File: config.mk
export PLATFORM = sky130hd
export DESIGN_NAME = dram_cmd_sequencer
export DESIGN_NICKNAME = d
export VERILOG_FILES = /design/src/rtl/dram_cmd_sequencer.sv
export SDC_FILE = /design/constraint.sdc
export NUM_CORES = 1
export LEC_CHECK = 0
export ABC_CLOCK_PERIOD_IN_PS = 4900
export CELL_PAD_IN_SITES_DETAIL_PLACEMENT = 1
export CELL_PAD_IN_SITES_GLOBAL_PLACEMENT = 1
export CORE_MARGIN = 2
export CORE_UTILIZATION = 40
export DETAILED_ROUTE_END_ITERATION = 10
export PLACE_DENSITY_LB_ADDON = 0.1
export SLEW_MARGIN = 20
export SYNTH_ARGS = -nofsm -noshare
export SYNTH_HDL_FRONTEND = slang
export SYNTH_SLANG_ARGS = --single-unit
File: constraint.sdc
create_clock -name clk -period 4.9 [get_ports clk]
set_clock_uncertainty 0.2 [all_clocks]
set_input_delay 0.735 -clock clk [delete_from_list [all_inputs] [get_ports clk]]
set_output_delay 0.735 -clock clk [all_outputs]
set_load 0.005 [all_outputs]
File: src/rtl/dram_cmd_sequencer.sv
// Per-bank open-row tracking and PRE/ACT/RD/WR expansion over a 4-phase cmd_req/cmd_ack handshake.
// Optional close-page policy: define DRAM_SEQ_CLOSE_PAGE_EN.
module dram_cmd_sequencer #(
    parameter int NUM_OF_BANKS = 8,
    parameter int NUM_OF_ROWS  = 128,
    parameter int NUM_OF_COLS  = 8,
    parameter int DATA_WIDTH   = 8,
    parameter int T_RCD        = 2,
    parameter int T_RP         = 2,
    localparam int BANK_W = $clog2(NUM_OF_BANKS),
    localparam int ROW_W  = $clog2(NUM_OF_ROWS),
    localparam int COL_W  = $clog2(NUM_OF_COLS)
) (
    input  logic                  clk,
    input  logic                  rst,
    input  logic                  req_valid,
    output logic                  req_ready,
    input  logic                  req_rw,
    input  logic [BANK_W-1:0]     req_bank,
    input  logic [ROW_W-1:0]      req_row,
    input  logic [COL_W-1:0]      req_col,
    input  logic [DATA_WIDTH-1:0] req_data,
    output logic                  cmd_req,
    input  logic                  cmd_ack,
    output logic [1:0]            cmd,
    output logic [BANK_W-1:0]     cmd_bank,
    output logic [ROW_W-1:0]      cmd_row,
    output logic [COL_W-1:0]      cmd_col,
    output logic [DATA_WIDTH-1:0] cmd_wdata,
    input  logic [DATA_WIDTH-1:0] dram_rdata,
    output logic                  rsp_valid,
    output logic [DATA_WIDTH-1:0] rsp_data
);

`ifdef DRAM_SEQ_CLOSE_PAGE_EN
    localparam bit CLOSE_PAGE = 1'b1;
`else
    localparam bit CLOSE_PAGE = 1'b0;
`endif

    localparam int T_MAX = (T_RCD > T_RP) ? T_RCD : T_RP;
    localparam int CNT_W = $clog2(T_MAX + 1);

    typedef enum logic [1:0] {S_IDLE, S_ISSUE, S_RELEASE, S_WAIT} state_t;
    typedef enum logic [1:0] {C_PRE = 2'b00, C_ACT = 2'b01, C_RD = 2'b10, C_WR = 2'b11} cmd_t;

    state_t                r_state;
    state_t                w_state_nxt;
    cmd_t                  r_cmd;
    logic                  r_rw;
    logic [BANK_W-1:0]     r_bank;
    logic [ROW_W-1:0]      r_row;
    logic [COL_W-1:0]      r_col;
    logic [DATA_WIDTH-1:0] r_data;
    logic [ROW_W-1:0]      r_cmd_row;
    logic [CNT_W-1:0]      r_cnt;
    logic                  r_final;
    logic                  r_rsp_valid;
    logic [DATA_WIDTH-1:0] r_rsp_data;
    logic                  r_open_vld [NUM_OF_BANKS];
    logic [ROW_W-1:0]      r_open_row [NUM_OF_BANKS];

    logic                  w_hit;
    logic                  w_wait_done;
    cmd_t                  w_rw_cmd;

    assign w_hit       = r_open_vld[req_bank] && (r_open_row[req_bank] == req_row);
    assign w_wait_done = (r_cnt <= CNT_W'(1));
    assign w_rw_cmd    = r_rw ? C_WR : C_RD;

    assign req_ready = (r_state == S_IDLE);
    assign cmd_req   = (r_state == S_ISSUE);
    assign cmd       = r_cmd;
    assign cmd_bank  = r_bank;
    assign cmd_row   = r_cmd_row;
    assign cmd_col   = r_col;
    assign cmd_wdata = (r_cmd == C_WR) ? r_data : '0;
    assign rsp_valid = r_rsp_valid;
    assign rsp_data  = r_rsp_data;

    always_ff @(posedge clk or posedge rst) begin
        if (rst) begin
            r_state <= S_IDLE;
        end else begin
            r_state <= w_state_nxt;
        end
    end

    always_comb begin
        w_state_nxt = r_state;
        unique case (r_state)
            S_IDLE: begin
                if (req_valid) w_state_nxt = S_ISSUE;
            end
            S_ISSUE: begin
                if (cmd_ack) w_state_nxt = S_RELEASE;
            end
            S_RELEASE: begin
                if (!cmd_ack) begin
                    case (r_cmd)
                        C_PRE, C_ACT: w_state_nxt = S_WAIT;
                        default:      w_state_nxt = CLOSE_PAGE ? S_ISSUE : S_IDLE;
                    endcase
                end
            end
            S_WAIT: begin
                if (w_wait_done) begin
                    w_state_nxt = (r_cmd == C_PRE && r_final) ? S_IDLE : S_ISSUE;
                end
            end
            default: w_state_nxt = S_IDLE;
        endcase
    end

    always_ff @(posedge clk or posedge rst) begin
        if (rst) begin
            r_cmd       <= C_PRE;
            r_rw        <= 1'b0;
            r_bank      <= '0;
            r_row       <= '0;
            r_col       <= '0;
            r_data      <= '0;
            r_cmd_row   <= '0;
            r_cnt       <= '0;
            r_final     <= 1'b0;
            r_rsp_valid <= 1'b0;
            r_rsp_data  <= '0;
            for (int unsigned i = 0; i < NUM_OF_BANKS; i++) begin
                r_open_vld[i] <= 1'b0;
                r_open_row[i] <= '0;
            end
        end else begin
            r_rsp_valid <= 1'b0;
            unique case (r_state)
                S_IDLE: begin
                    if (req_valid) begin
                        r_rw    <= req_rw;
                        r_bank  <= req_bank;
                        r_row   <= req_row;
                        r_col   <= req_col;
                        r_data  <= req_data;
                        r_final <= 1'b0;
                        if (w_hit) begin
                            r_cmd     <= req_rw ? C_WR : C_RD;
                            r_cmd_row <= req_row;
                        end else if (!r_open_vld[req_bank]) begin
                            r_cmd     <= C_ACT;
                            r_cmd_row <= req_row;
                        end else begin
                            r_cmd     <= C_PRE;
                            r_cmd_row <= r_open_row[req_bank];
                        end
                    end
                end
                S_ISSUE: begin
                    if (cmd_ack) begin
                        case (r_cmd)
                            C_PRE: r_open_vld[r_bank] <= 1'b0;
                            C_ACT: begin
                                r_open_vld[r_bank] <= 1'b1;
                                r_open_row[r_bank] <= r_row;
                            end
                            C_RD:    r_rsp_data <= dram_rdata;
                            default: ;
                        endcase
                    end
                end
                S_RELEASE: begin
                    if (!cmd_ack) begin
                        case (r_cmd)
                            C_PRE: r_cnt <= CNT_W'(T_RP);
                            C_ACT: r_cnt <= CNT_W'(T_RCD);
                            default: begin
                                r_rsp_valid <= (r_cmd == C_RD);
                                // Close-page: chain a final PRE of the row just accessed.
                                if (CLOSE_PAGE) begin
                                    r_cmd     <= C_PRE;
                                    r_cmd_row <= r_row;
                                    r_final   <= 1'b1;
                                end
                            end
                        endcase
                    end
                end
                S_WAIT: begin
                    if (w_wait_done) begin
                        r_cnt <= '0;
                        if (r_cmd == C_PRE) begin
                            if (!r_final) begin
                                r_cmd     <= C_ACT;
                                r_cmd_row <= r_row;
                            end
                        end else begin
                            r_cmd <= w_rw_cmd;
                        end
                    end else begin
                        r_cnt <= r_cnt - 1'b1;
                    end
                end
                default: ;
            endcase
        end
    end

endmodule

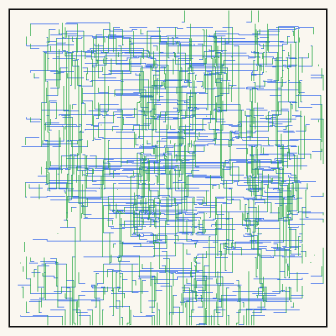
(run_1/wires.png)
Two of the layers only.
Green is metal 2, wire length 5,810 µm. Blue is metal 1, wire length 5,730 µm.
Tot GR Track Use: 0.192
WL per Instance: 19.3 µm
via count: 3,225
Routed WL: 11.9 mm

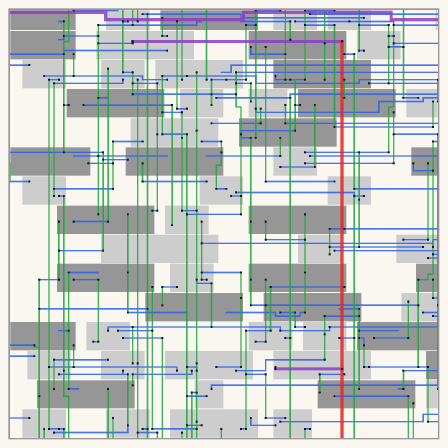
(run_1/detail.png)
Window x 9 to 49, y 68 to 108 µm. Cells in grey, sequential cells in the stronger grey; small squares are vias.
Red is metal 4. Green is metal 2. Blue is metal 1. Purple is metal 3.
Netlist names of flops here include `r_open_row` (20). Sequential cells in the window: 20. Most frequent: mux2_2 (22), dfrtp_1 (20), mux4_2 (4). 53 logic cells have their middle in the window.

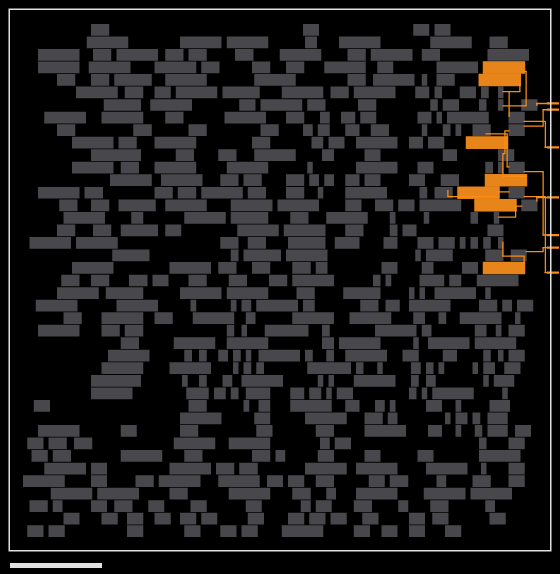
(run_1/io_fan.png)
The bar under the picture is 20 µm long.
Orange is `cmd_row`, bits 7, direction output, end cells 7, buffers 7, wire 154 µm.
Top Ports: 68
port buffer count: 67

==> impl_metrics.toml, run 1 <==
# synthesis and place-and-route metrics
[run_status]
status = "completed"

[timing]
fmax_mhz = 314
finalCriticalPeriod_ps = 3180
period_used_share = 0.650
holdWs_ps = 287
slew_violations = 0
rsz0062_at_grt = "false"

[synth]
ys_seq_share = 0.527
yosysChipArea_um2 = 5120
yosys_warnings = 0
most_common_cell = "dfrtp_1"
synth_cell_types = 50
top_cell_area_share = 0.527
top_logic_kind = "multiplexers"
async_flop_share = 1.00
yosys.area_share.xor_xnor = 0.0134
synth-edff-count = 0
adder_share = 0.00977
synth_top_flop_cell = "dfrtp_1"

[power]
peakVddDrop_v = 0.000250
switching_share = 0.320
p_per_area_nw_per_um2 = 591

[clock_network]
cts_root_buf = "clkbuf_16"
cts_tree = "built"
clock_sinks = 108
cts_buffer_depth = 2
cts.reportedPaths.clkPinSlew_ps = 70
cts_resized = 0

[setup_path]
regToRegSetupSlack_ps = 2090
path_class = "input port to flop"
arrival_ps = 3220
worstPathMaxFanout = 12

[routing]
ant_nets = 0
drtPass1Iterations = 4

[final_layout]
fin_nets = 481
comb-cell-share = 0.360
finish.instance_area_um2 = 6230
nClkBuffers = 10
layout.cells.non_filler = 620
buffer_area_frac = 0.112
nFillCells = 1267
n_all_buffers = 71

[floorplan]
die_h_um = 117
die_w_um = 117
well_tap_count = 172
floorplan.core_util = 0.408

[job]
tool_warnings = 29

[placed_design]
dp_slack_ps = 1300

[global_routing]
antenna_found_initial = 0
[run 1: power by group through the flow]
stage          combinational [mW]  sequential [mW]  clock [mW]
2_1_floorplan               0.938             1.43           0
3_3_place_gp                 1.25             1.61           0
3_5_place_dp                 1.29             1.62           0
4_1_cts                      1.30             1.61       0.828
5_1_grt                      1.41             1.67       0.860
6_report                     1.28             1.61       0.800
[run 1: cell usage in the layout (no fill, tap or decap), types with 4 or more instances in the layout]
master,Yosys,routed
o21ai_0,21,21
xor2_1,6,6
clkbuf_16,0,9
o21ai_1,7,7
buf_4,0,4
inv_1,9,8
mux4_2,10,10
mux2_2,89,89
nand2_1,27,26
nor2_1,10,10
ha_1,4,4
dfrtp_1,108,108
and3_1,8,8
clkdlybuf4s50_1,0,67
mux2i_1,16,16
[run 1: flip-flops by register name, summed over array words and instances, names as in the netlist, named ones only]
register and count:
cmd 2, cmd_bank 3, cmd_col 3, cmd_row 7
r_cnt 2, r_data 8, r_open_row 56, r_row 7
r_rw 1, r_state 2, rsp_data 8, rsp_valid 1
[run 1: worst max-delay path: stages]
cell and delay [ps]:
clkdlybuf4s50_1 820, mux4_1 680, mux2i_4 390, mux2i_1 240, o21ai_1 70, mux2_2 280
[run 1: routing by layer]
metal  GRT usage  part of all wire
met3      0.0402             0.020
met1       0.256              0.48
met2       0.314              0.49
met5           0                 0
met4      0.0612             0.014
[run 1: final timing paths]
kind | end | startpoint | depth (start not counted)
max | cmd_row[5] | req_bank[1] | 6
min | cmd_row[0] | cmd_row[0] | 2
max reg2reg | cmd[0] | r_state[1] | 6
min reg2reg | cmd_row[0] | cmd_row[0] | 2
max in group asynchronous | r_row[1] | rst | 3
min in group asynchronous | rsp_data[4] | rst | 2
==> run_1/flops_by_reg.png <==
The bar under the picture is 20 µm long. Other sequential cells in the stronger grey, the rest of the logic in the fainter grey.
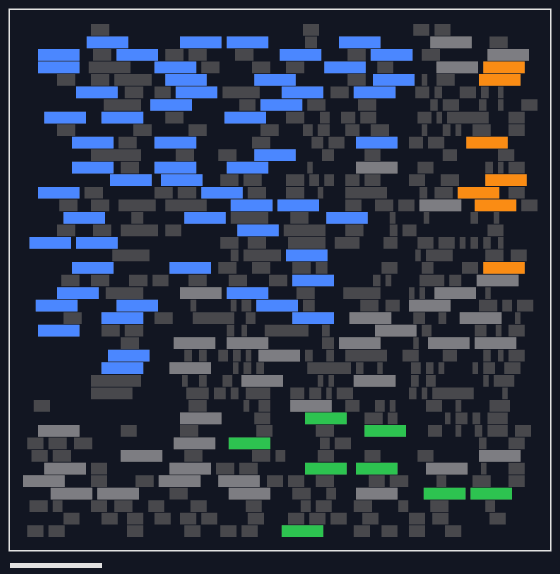

--- run 2 (diff from run 1) ---
--- a/config.mk
+++ b/config.mk
@@ -5,7 +5,7 @@
 export SDC_FILE = /design/constraint.sdc
 export NUM_CORES = 1
 export LEC_CHECK = 0
-export ABC_CLOCK_PERIOD_IN_PS = 4900
+export ABC_CLOCK_PERIOD_IN_PS = 3250
 export CELL_PAD_IN_SITES_DETAIL_PLACEMENT = 1
 export CELL_PAD_IN_SITES_GLOBAL_PLACEMENT = 1
 export CORE_MARGIN = 2
==> constraint.sdc (replaced) <==
create_clock -name clk -period 3.25 [get_ports clk]
set_clock_uncertainty 0.2 [all_clocks]
set_input_delay 0.4875 -clock clk [delete_from_list [all_inputs] [get_ports clk]]
set_output_delay 0.4875 -clock clk [all_outputs]
set_load 0.005 [all_outputs]
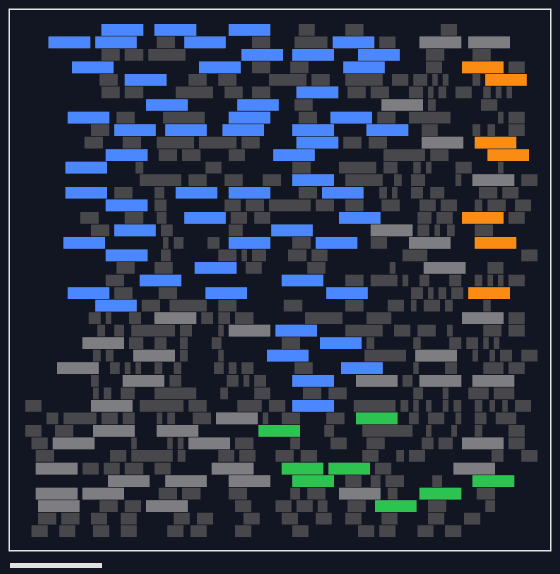
(run_2/flops_by_reg.png)
The bar under the picture is 20 µm long. Other sequential cells in the stronger grey, the rest of the logic in the fainter grey.
Blue is `r_open_row`, flops 56. Orange is `cmd_row`, flops 7. Green is `r_data`, flops 8.
Final Core Density: 0.500
Seq area share: 0.430
Power Sequential: 2.38 mW
Flop area: 2700 µm²

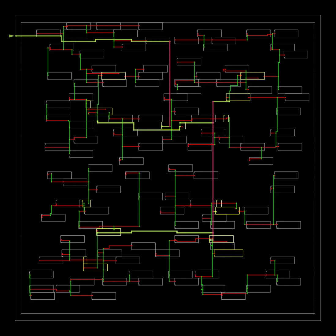
(run_2/clocks.png)
Seq cells: 108
Sink Count: 108
Inserted Clock Buffers: 9

==> impl_metrics.toml, run 2 <==
# synthesis and place-and-route metrics
[setup_path]
regToRegSetupSlack_ps = 720
arrival_ps = 2810
crit_chain = "clkdlybuf4s50_1 -> buf_4 -> mux4_2 -> mux2_4 -> xnor2_2 -> nand2_1 -> nor4b_2 -> a21o_1"
path_class = "input port to flop"
critical_path_depth = 8
path_buffers = 2
worstRegToRegCells = 6
slowest_delay_ps = 590
critical-path-top-delay-family = "buffers and inverters"
worstPathMaxFanout = 14

[final_layout]
top_register = "r_open_row"
largest_reg_flops = 56
lay_top_count = "dfrtp_1"
fin_nets = 492

[clock_network]
cts_root_buf = "clkbuf_16"
cts_resized = 0
cts_tree = "built"

[global_routing]
grt_use_total = 0.188
top_usage_layer = "met2"
antenna_found_initial = 0
met3_usage = 0.0376
met1_usage = 0.261

[timing]
rsz0062_at_grt = "false"
fmax_mhz = 368
slew_violations = 0
period_used_share = 0.837

[floorplan]
floorplan.core_util = 0.408
die_h_um = 117
io_pins = 68

[routing]
drtPass1Iterations = 4
drt_wl_total_mm = 12.0
vias = 3253
highest-signal-layer = "met4"
drt-met1-wl_mm = 5.90
ant_nets = 0
met3WireLength_um = 249
wl_per_cell_um = 19.0

[synth]
synth_cell_types = 50
async_flop_share = 1.00
yosysChipArea_um2 = 5120
synth-edff-count = 0
most_common_cell = "dfrtp_1"
top_cell_area_share = 0.527
ys_seq_share = 0.527

[placed_design]
io_buffers = 67
dp_slack_ps = 175

[power]
p_per_area_nw_per_um2 = 871
peakVddDrop_v = 0.000318

[job]
tool_warnings = 29

[run_status]
status = "completed"

[hold_path]
hold_depth = 2
[run 2: cell counts after synthesis]
No cell type changed its count.
[run 2: cell type report]
class / instances / area [µm²] / share of cell area
Clock buffer: 10 / 229 / 0.0364
Sequential cell: 108 / 2700 / 0.430
Timing Repair Buffer: 82 / 808 / 0.129
Multi-Input combinational cell: 244 / 2240 / 0.356
Tap cell: 172 / 215 / 0.0342
Inverter: 9 / 37.5 / 0.00597
Clock inverter: 5 / 53.8 / 0.00856
[run 2: path summary, 6_finish.rpt]
kind / start / end
max in group asynchronous: rst / r_row[0]
setup / recovery: req_bank[1] / cmd[0]
hold reg to reg: cmd_row[6] / cmd_row[6]
min in group asynchronous: rst / rsp_data[6]
setup reg to reg: r_state[1] / r_open_row[26]
hold / removal: cmd_row[6] / cmd_row[6]
[run 2: power groups by stage]
stage                     combinational (mW)  clock, mW  sequential [mW]
after floorplan                         1.42          0             2.16
after global placement                  1.97          0             2.38
after detailed placement                2.03          0             2.41
after CTS                               2.05       1.11             2.38
after global routing                    2.22       1.16             2.46
final                                   2.01       1.08             2.38
[run 2: worst min-delay path, cell delays in order, from the launching register on]
cell	delay [ps]
dfrtp_1	340
nand2_1	50
o21ai_1	60
[run 2: logic make-up (layout without fill, tap and decap cells)]
kind of cell             after synthesis  in the layout  share of synthesized area
buffers and inverters                 36            106                     0.0354
flip-flops                           108            108                      0.527
AND-OR/OR-AND                         47             47                     0.0552
XOR/XNOR                               7              7                     0.0134
AND/OR/NAND/NOR                       66             66                     0.0681
adder cells (fa/ha/maj)                4              4                    0.00977
multiplexers                         120            120                      0.291
[run 2: per-stage QoR]
step                      power, mW  area, µm²  hold slack [ps]
after floorplan                3.57       5130              241
after global placement         4.35       6000              267
after detailed placement       4.44       6000              275
after CTS                      5.54       6290              291
after global routing           5.84       6290              317
final                          5.48       6290              288
==> run_2/wires.png <==
Two of the layers only.
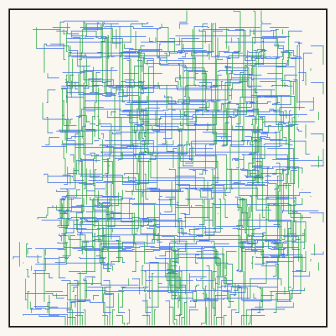

--- run 3 (diff from run 2) ---
--- a/config.mk
+++ b/config.mk
@@ -5,7 +5,7 @@
 export SDC_FILE = /design/constraint.sdc
 export NUM_CORES = 1
 export LEC_CHECK = 0
-export ABC_CLOCK_PERIOD_IN_PS = 3250
+export ABC_CLOCK_PERIOD_IN_PS = 2330
 export CELL_PAD_IN_SITES_DETAIL_PLACEMENT = 1
 export CELL_PAD_IN_SITES_GLOBAL_PLACEMENT = 1
 export CORE_MARGIN = 2
==> constraint.sdc (replaced) <==
create_clock -name clk -period 2.33 [get_ports clk]
set_clock_uncertainty 0.2 [all_clocks]
set_input_delay 0.3495 -clock clk [delete_from_list [all_inputs] [get_ports clk]]
set_output_delay 0.3495 -clock clk [all_outputs]
set_load 0.005 [all_outputs]
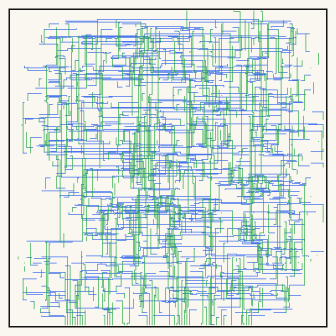
(run_3/wires.png)
Two of the layers only.
Green is metal 2, wire length 5,740 µm. Blue is metal 1, wire length 6,080 µm.
Routed WL: 12.3 mm
via count: 3,368
Tot GR Track Use: 0.194
WL per Instance: 18.8 µm

==> impl_metrics.toml, run 3 <==
# synthesis and place-and-route metrics
[placed_design]
dpl_cell_area_um2 = 6210
io_buffers = 67
dp_slack_ps = -469
dp_hpwl_mm = 8.69

[synth]
async_flop_share = 1.00
synth_flops = 108
yosysChipArea_um2 = 5120
fp_nets = 426
syn_inst = 388
synthMuxAreaShare = 0.291
most_common_cell = "dfrtp_1"
synth-edff-count = 0
ys_sh_aoi = 0.0552
yosys.area_share.xor_xnor = 0.0134
ys_seq_share = 0.527
top_logic_kind = "multiplexers"
synth_cell_types = 50
adder_share = 0.00977
yosys_cells = 388
ys_sh_simple = 0.0681
top_cell_area_share = 0.527

[timing]
worst_pin_slew_ps = 517
setup_viol = 0
fmax_mhz = 438
finalWorstSetupSlack_ps = 47.5
holdWs_ps = 110
rsz0062_at_grt = "true"
slew_violations = 0
period_used_share = 0.980

[setup_path]
path_class = "flop to flop"
setup.worst_path.start_class = "flop"
path_buffers = 2
startpoint = "r_state[1]"
regToRegSetupSlack_ps = 50
arrival_ps = 2320
r2r_start = "r_state[1]"
critical-path-top-delay-family = "simple AND/OR/NAND/NOR gates"
r2r_end = "r_open_row[33]"
crit_chain = "inv_1 -> ha_1 -> nand2_1 -> buf_4 -> nor2_1 -> nand3_1 -> or2_2 -> mux2_2"
slowest_delay_ps = 460
worstPathMaxFanout = 8
worstRegToRegCells = 8

[clock_network]
numCtsBuffers = 9
cts_tree = "built"
cts_root_buf = "clkbuf_16"
clock_sinks = 108
cts.reportedPaths.clkPinSlew_ps = 70

[power]
power.leakage_nw = 2.97
p_switching_mw = 2.56
clkPwrFrac = 0.191
p_per_area_nw_per_um2 = 1200
p_comb_frac = 0.387
p_int_mw = 5.26
peakVddDrop_v = 0.000409
power_mw = 7.83

[routing]
ant_nets = 0
drtPass1Iterations = 4

[floorplan]
floorplan.core_util = 0.408
die_w_um = 117
die_h_um = 117
io_pins = 68

[final_layout]
lay_top_count = "dfrtp_1"
fin_nets = 516
finish.instance_area_um2 = 6530
utilization = 0.520
combGateArea_um2 = 2250
largest_reg_flops = 56
flop_area_um2 = 2700
top_register = "r_open_row"

[job]
tool_warnings = 30

[run_status]
status = "completed"

[global_routing]
antenna_found_initial = 1
grt_pass1_vias = 3553
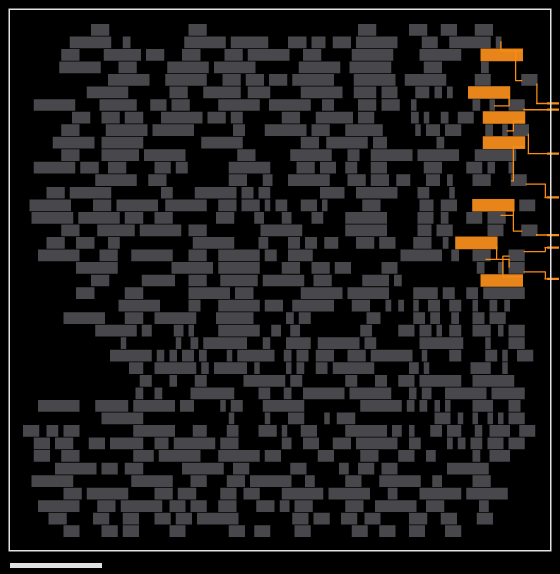
(run_3/io_fan.png)
The bar under the picture is 20 µm long.
Orange is `cmd_row`, bits 7, direction output, end cells 7, buffers 7, wire 106 µm.

==> run 3: cell counts after synthesis <==
Identical to the previous run, type by type.
==> run 3: how the worst max path moves through the flow <==
stage	endpoint	slack (ps)	depth (start not counted)
6_report	r_open_row[33]	50	8
5_1_grt	r_open_row[6]	-80	8
4_1_cts	r_open_row[33]	40	8
3_5_place_dp	cmd[0]	-470	8
3_3_place_gp	cmd[1]	-440	10
2_1_floorplan	r_open_row[49]	60	7
==> run 3: cell type report <==
type / instances / share of cell area
sequential: 108 / 0.414
multi-input combinational: 244 / 0.345
timing repair buffer: 106 / 0.158
clock buffer: 10 / 0.0366
tap: 172 / 0.0330
clock inverter: 6 / 0.00728
inverter: 9 / 0.00575
==> run 3: layer usage <==
layer | track usage | vias up | routed length, µm
met5 | 0 | - | 11
met4 | 0.0675 | 2 | 188
met3 | 0.0304 | 13 | 299
met2 | 0.295 | 43 | 5740
met1 | 0.282 | 1749 | 6080
li1 | - | 1561 | -
==> run 3: power groups by stage <==
stage | clock network [mW] | registers (mW) | logic [mW]
3_5_place_dp | 0 | 3.33 | 3.04
2_1_floorplan | 0 | 3.01 | 1.97
5_1_grt | 1.62 | 3.42 | 3.34
3_3_place_gp | 0 | 3.28 | 2.96
4_1_cts | 1.54 | 3.30 | 3.07
6_report | 1.49 | 3.30 | 3.03
==> run 3: cells by family (layout without fill, tap and decap cells) <==
family	after synthesis	count (layout)
compound gates	47	47
mux	120	120
flops	108	108
xor+xnor	7	7
fa+ha+maj	4	4
buf+inv	36	131
simple gates	66	66
==> run 3: repair_timing <==
item | in CTS | in global routing
gates resized | 6 | 3
gates cloned | 0 | 0
pin swaps | 2 | 0
endpoints found under the setup margin | 20 | 27
hold buffers | 0 | 0
buffers inserted | 1 | 0
Power is estimated from default activity; no workload was simulated.
